**The clock network**

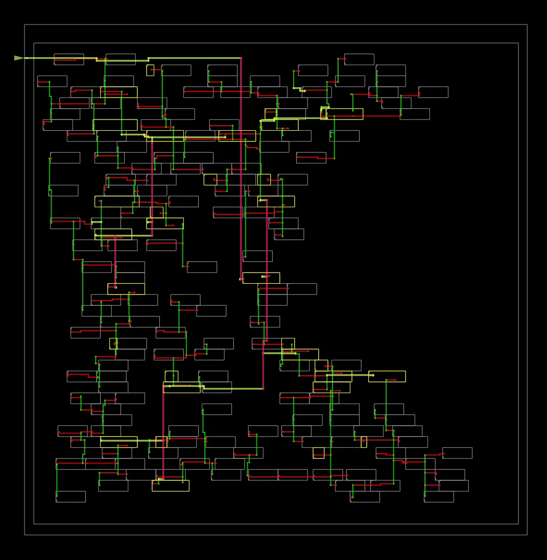
**Clock distribution**

(4 px per um)
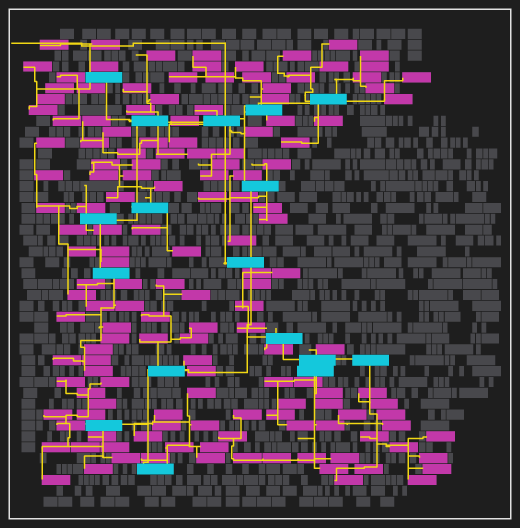
**Placed cells, one colour a class**

(3 px per um) Fill, decap, tap and diode cells in grey.
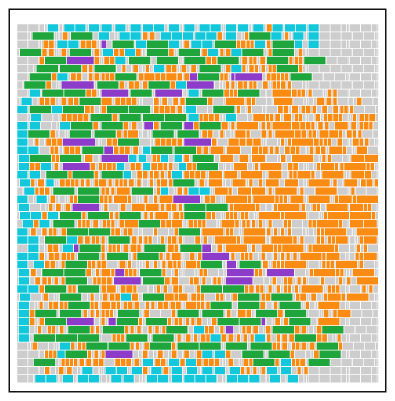
**A small window of the routed layout**

Region (50, 51) to (75, 76) um. Cells in grey, sequential cells in the stronger grey; small squares are vias.
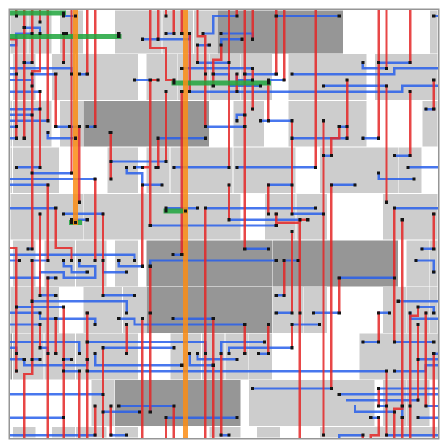
**Local utilization**

(2 px per um) 12 x 13 tiles, from black (low) to pale yellow (high), 0 to 100% covered.
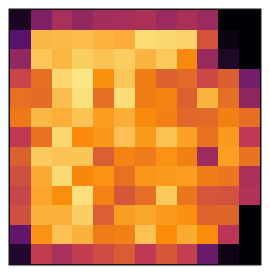
===== src/rtl/led_scale_if.sv =====
// Frame handshake bundle for led_scale_pipe: input frame valid/ready and output frame valid/ready.
interface led_scale_if #(
  parameter int CH = 8,
  parameter int W  = 8
) ();
  logic          in_valid;
  logic          in_ready;
  logic [CH*W-1:0] in_data;
  logic          out_valid;
  logic          out_ready;
  logic [CH*W-1:0] out_data;

  modport master (
    output in_valid, in_data, out_ready,
    input  in_ready, out_valid, out_data
  );

  modport slave (
    input  in_valid, in_data, out_ready,
    output in_ready, out_valid, out_data
  );
endinterface


===== src/rtl/led_scale_pipe.sv =====
// Multi-channel fractional-gain scaler, one channel per cycle through a shared multiplier.
// Optional `LED_SCALE_ROUND_NEAREST_EN selects round-half-up instead of truncation.
module led_scale_pipe #(
  parameter int CH       = 8,
  parameter int W        = 8,
  parameter int CW       = 9,
  parameter int FRAC     = 8,
  parameter int COEF_RST = 256
) (
  input  logic          clk,
  input  logic          rst,
  input  logic          coef_we,
  input  logic [CW-1:0] coef_in,
  led_scale_if.slave    bus,
  output logic          busy
);
  localparam int IW = (CH > 1) ? $clog2(CH) : 1;
  localparam int PW = W + CW;

  typedef enum logic [1:0] {IDLE, CALC, DONE} state_t;

  state_t          state, state_nx;
  logic [IW-1:0]   idx;
  logic [CH*W-1:0] in_lat;
  logic [CH*W-1:0] out_r;
  logic [CW-1:0]   coef_sh;
  logic [CW-1:0]   coef_act;
  logic            accept;
  logic [W-1:0]    x;
  logic [PW-1:0]   prod;
  logic [PW:0]     sum;
  logic [PW:0]     shr;
  logic [W-1:0]    y;

  assign accept        = (state == IDLE) && bus.in_valid;
  assign bus.in_ready  = (state == IDLE) && !rst;
  assign bus.out_valid = (state == DONE);
  assign bus.out_data  = out_r;
  assign busy          = (state != IDLE);

  always_ff @(posedge clk) begin
    if (rst) state <= IDLE;
    else     state <= state_nx;
  end

  always_comb begin
    state_nx = state;
    case (state)
      IDLE:    if (bus.in_valid) state_nx = CALC;
      CALC:    if (idx == IW'(CH - 1)) state_nx = DONE;
      DONE:    if (bus.out_ready) state_nx = IDLE;
      default: state_nx = IDLE;
    endcase
  end

  always_comb begin
    x    = in_lat[idx*W +: W];
    prod = {{CW{1'b0}}, x} * {{W{1'b0}}, coef_act};
`ifdef LED_SCALE_ROUND_NEAREST_EN
    sum  = {1'b0, prod} + ((PW+1)'(FRAC > 0 ? 1 : 0) << (FRAC > 0 ? FRAC - 1 : 0));
`else
    sum  = {1'b0, prod};
`endif
    shr  = sum >> FRAC;
    y    = (|shr[PW:W]) ? '1 : shr[W-1:0];
  end

  // Shadow write and accept on the same edge: NBA ordering hands the old shadow to the frame.
  always_ff @(posedge clk) begin
    if (rst) begin
      idx      <= '0;
      in_lat   <= '0;
      out_r    <= '0;
      coef_sh  <= CW'(COEF_RST);
      coef_act <= CW'(COEF_RST);
    end else begin
      if (coef_we) coef_sh <= coef_in;
      if (accept) begin
        in_lat   <= bus.in_data;
        coef_act <= coef_sh;
        idx      <= '0;
      end
      if (state == CALC) begin
        out_r[idx*W +: W] <= y;
        idx <= (idx == IW'(CH - 1)) ? '0 : idx + 1'b1;
      end
    end
  end
endmodule

===== src/flat_wrapper.sv =====
// flat-port wrapper written by rule: the top's interface ports become plain ports
module led_scale_pipe_flat 
#(
  parameter int CH       = 8,
  parameter int W        = 8,
  parameter int CW       = 9,
  parameter int FRAC     = 8,
  parameter int COEF_RST = 256
)
  (clk, rst, coef_we, coef_in, busy, bus_in_valid, bus_in_data, bus_out_ready, bus_in_ready, bus_out_valid, bus_out_data);
  led_scale_if #(.CH(CH), .W(W)) bus_i ();
  input  logic clk;
  input  logic rst;
  input  logic coef_we;
  input  logic [CW-1:0] coef_in;
  output logic busy;
  input wire logic [$bits(bus_i.in_valid)-1:0] bus_in_valid;
  input wire logic [$bits(bus_i.in_data)-1:0] bus_in_data;
  input wire logic [$bits(bus_i.out_ready)-1:0] bus_out_ready;
  output wire logic [$bits(bus_i.in_ready)-1:0] bus_in_ready;
  output wire logic [$bits(bus_i.out_valid)-1:0] bus_out_valid;
  output wire logic [$bits(bus_i.out_data)-1:0] bus_out_data;
  assign bus_i.in_valid = bus_in_valid;
  assign bus_i.in_data = bus_in_data;
  assign bus_i.out_ready = bus_out_ready;
  assign bus_in_ready = bus_i.in_ready;
  assign bus_out_valid = bus_i.out_valid;
  assign bus_out_data = bus_i.out_data;
  led_scale_pipe #(.CH(CH), .W(W), .CW(CW), .FRAC(FRAC), .COEF_RST(COEF_RST)) u_core (.clk(clk), .rst(rst), .coef_we(coef_we), .coef_in(coef_in), .bus(bus_i), .busy(busy));
endmodule

===== config.mk =====
export PLATFORM = sky130hd
export DESIGN_NAME = led_scale_pipe_flat
export DESIGN_NICKNAME = d
export VERILOG_FILES = /design/src/rtl/led_scale_if.sv /design/src/rtl/led_scale_pipe.sv /design/src/flat_wrapper.sv
export SDC_FILE = /design/constraint.sdc
export NUM_CORES = 1
export LEC_CHECK = 0
export ABC_AREA = 1
export CORE_AREA = 2 2 123 125
export CTS_BUF_LIST = sky130_fd_sc_hd__clkbuf_16
export DETAILED_ROUTE_END_ITERATION = 12
export DIE_AREA = 0 0 125 127
export PLACE_DENSITY = 0.83
export SETUP_SLACK_MARGIN = 0.02
export SLEW_MARGIN = 10
export SYNTH_ARGS = -nofsm -noshare
export SYNTH_HDL_FRONTEND = slang
export SYNTH_SLANG_ARGS = --single-unit

===== constraint.sdc =====
create_clock -name clk -period 15.1 [get_ports clk]
set_input_delay 1.51 -clock clk [delete_from_list [all_inputs] [get_ports clk]]
set_output_delay 1.51 -clock clk [all_outputs]
set_load 0.01 [all_outputs]

==> flow_summary.ini <==
; implementation run metrics
[pwr]
powerSeq_uw = 440
comb_power_share_pct = 29.4
vdd_drop_max_mv = 0.08203
clock_power_share_pct = 34.1
powerClk_uw = 411
power_frac_seq_pct = 36.5
top_power_group = registers

[drt]
via_count = 7777
wl_met2_um = 10840
avgViaCountPerCell = 5.488
wl_um = 21940

[layout]
flop-count = 151
final_net_count = 1380
n_all_inverters = 124
syn_to_final_growth_pct = 25.55
clock_buffers = 17
clkCellAreaFrac_pct = 5.543
seq_area_share_pct = 28.99

[clock_tree]
cts_resized = 0
cts_tree = done
holdBufCountCts = 0
clk_pin_slew_ns = 0.06

[final_timing]
worstMarginPinSlew_ns = 1.243
fin_crit_sh_pct = 40.97
tns_ns = 0

[global_routing]
grt.overflow.total = 0
grt_start_max_net_pins = 137

[setup_path]
cp_common_cell = inv_1
critPathLaunchType = flip-flop
cp_slowest_cell = dfxtp_1

[floorplan]
die_w_um = 125

[yosys]
synthArstFlopShare_pct = 0
syn-mean-instance-area_um2 = 7.572
ys_types = 35
ys_warn_count = 0
ys_ff = 151
syn_area_um2 = 8307

[flow_run]
warnings = 32

[placed_design]
port_buffers = 144

[run_status]
run_status = finished clean
About 'the clock network':
Clock Sinks: 151
Late-Pin Clk Latency: 0.42 ns

About 'clock distribution':
[cyan] cells driving clock nets | count: 17
[magenta] flip-flops | count: 151
[yellow] clock wires | length: 1570 um
routed clock nets: 18

About 'placed cells, one colour a class':
| colour | class | cells | share of their area |
|---|---|---|---|
| green | flip-flops | 151 | 30% |
| cyan | other buffers and delay cells | 157 | 15% |
| purple | clock drivers and dummy loads | 32 | 5.7% |
| orange | all other logic | 893 | 50% |

About 'a small window of the routed layout':
| colour | layer |
|---|---|
| blue | met1 |
| orange | met4 |
| red | met2 |
| green | met3 |
sequential cells in the window: 6
most frequent: inv_1 (10), ha_1 (7)
netlist names of flops here include: u_core.in_lat (4), u_core.bus.out_data (2)
cells with their middle in the window: 60

About 'local utilization':
emptiest ninth of the die: upper right
tiles over 75% full: 40%
mean over tiles: 64%
nearly empty tiles: 4.5%

==> cell families after synthesis <==
kind of cell             count (synthesis)  share of synthesized area [%]
AND-OR/OR-AND                          285                          17.74
buffers and inverters                  177                          8.375
AND/OR/NAND/NOR                        399                          21.12
adder cells (fa/ha/maj)                 82                          16.06
XOR/XNOR                                 3                         0.3164
flip-flops                             151                          36.39
==> through the flow <==
stage / utilization [%] / cells
after floorplan: - / 1097
after global placement: 68.29 / 1385
after detailed placement: 68.29 / 1385
after CTS: 72.30 / 1417
after global routing: 72.30 / 1417
final: 72.30 / 1417
==> final timing paths <==
check                     from                 endpoint  slack [ns]  cells after the start
max              u_core.idx[1]  u_core.bus.out_data[10]        8.91                     27
min          u_core.in_lat[40]        u_core.in_lat[40]        0.46                      2
max reg2reg      u_core.idx[1]  u_core.bus.out_data[10]        8.91                     27
min reg2reg  u_core.in_lat[40]        u_core.in_lat[40]        0.46                      2
==> cell usage after synthesis (3+ instances only) <==
| cell | count | area share (%) |
|---|---|---|
| nand3_2 | 10 | 1.2 |
| a211oi_1 | 3 | 0.27 |
| o21ai_0 | 165 | 9.9 |
| nand4_1 | 3 | 0.23 |
| fa_1 | 41 | 9.9 |
| nor2_1 | 239 | 11 |
| inv_1 | 115 | 5.2 |
| clkbuf_1 | 38 | 1.7 |
| nand3_4 | 5 | 1.1 |
| o221ai_1 | 6 | 0.63 |
| nand2_2 | 7 | 0.53 |
| buf_2 | 11 | 0.66 |
| ha_1 | 41 | 6.2 |
| nand2_1 | 85 | 3.8 |
| nand3_1 | 33 | 2.0 |
| clkinv_1 | 8 | 0.36 |
| a21oi_1 | 91 | 5.5 |
| o22ai_1 | 6 | 0.45 |
| nor3_1 | 10 | 0.60 |
| o21ai_1 | 10 | 0.60 |
| dfxtp_1 | 151 | 36 |
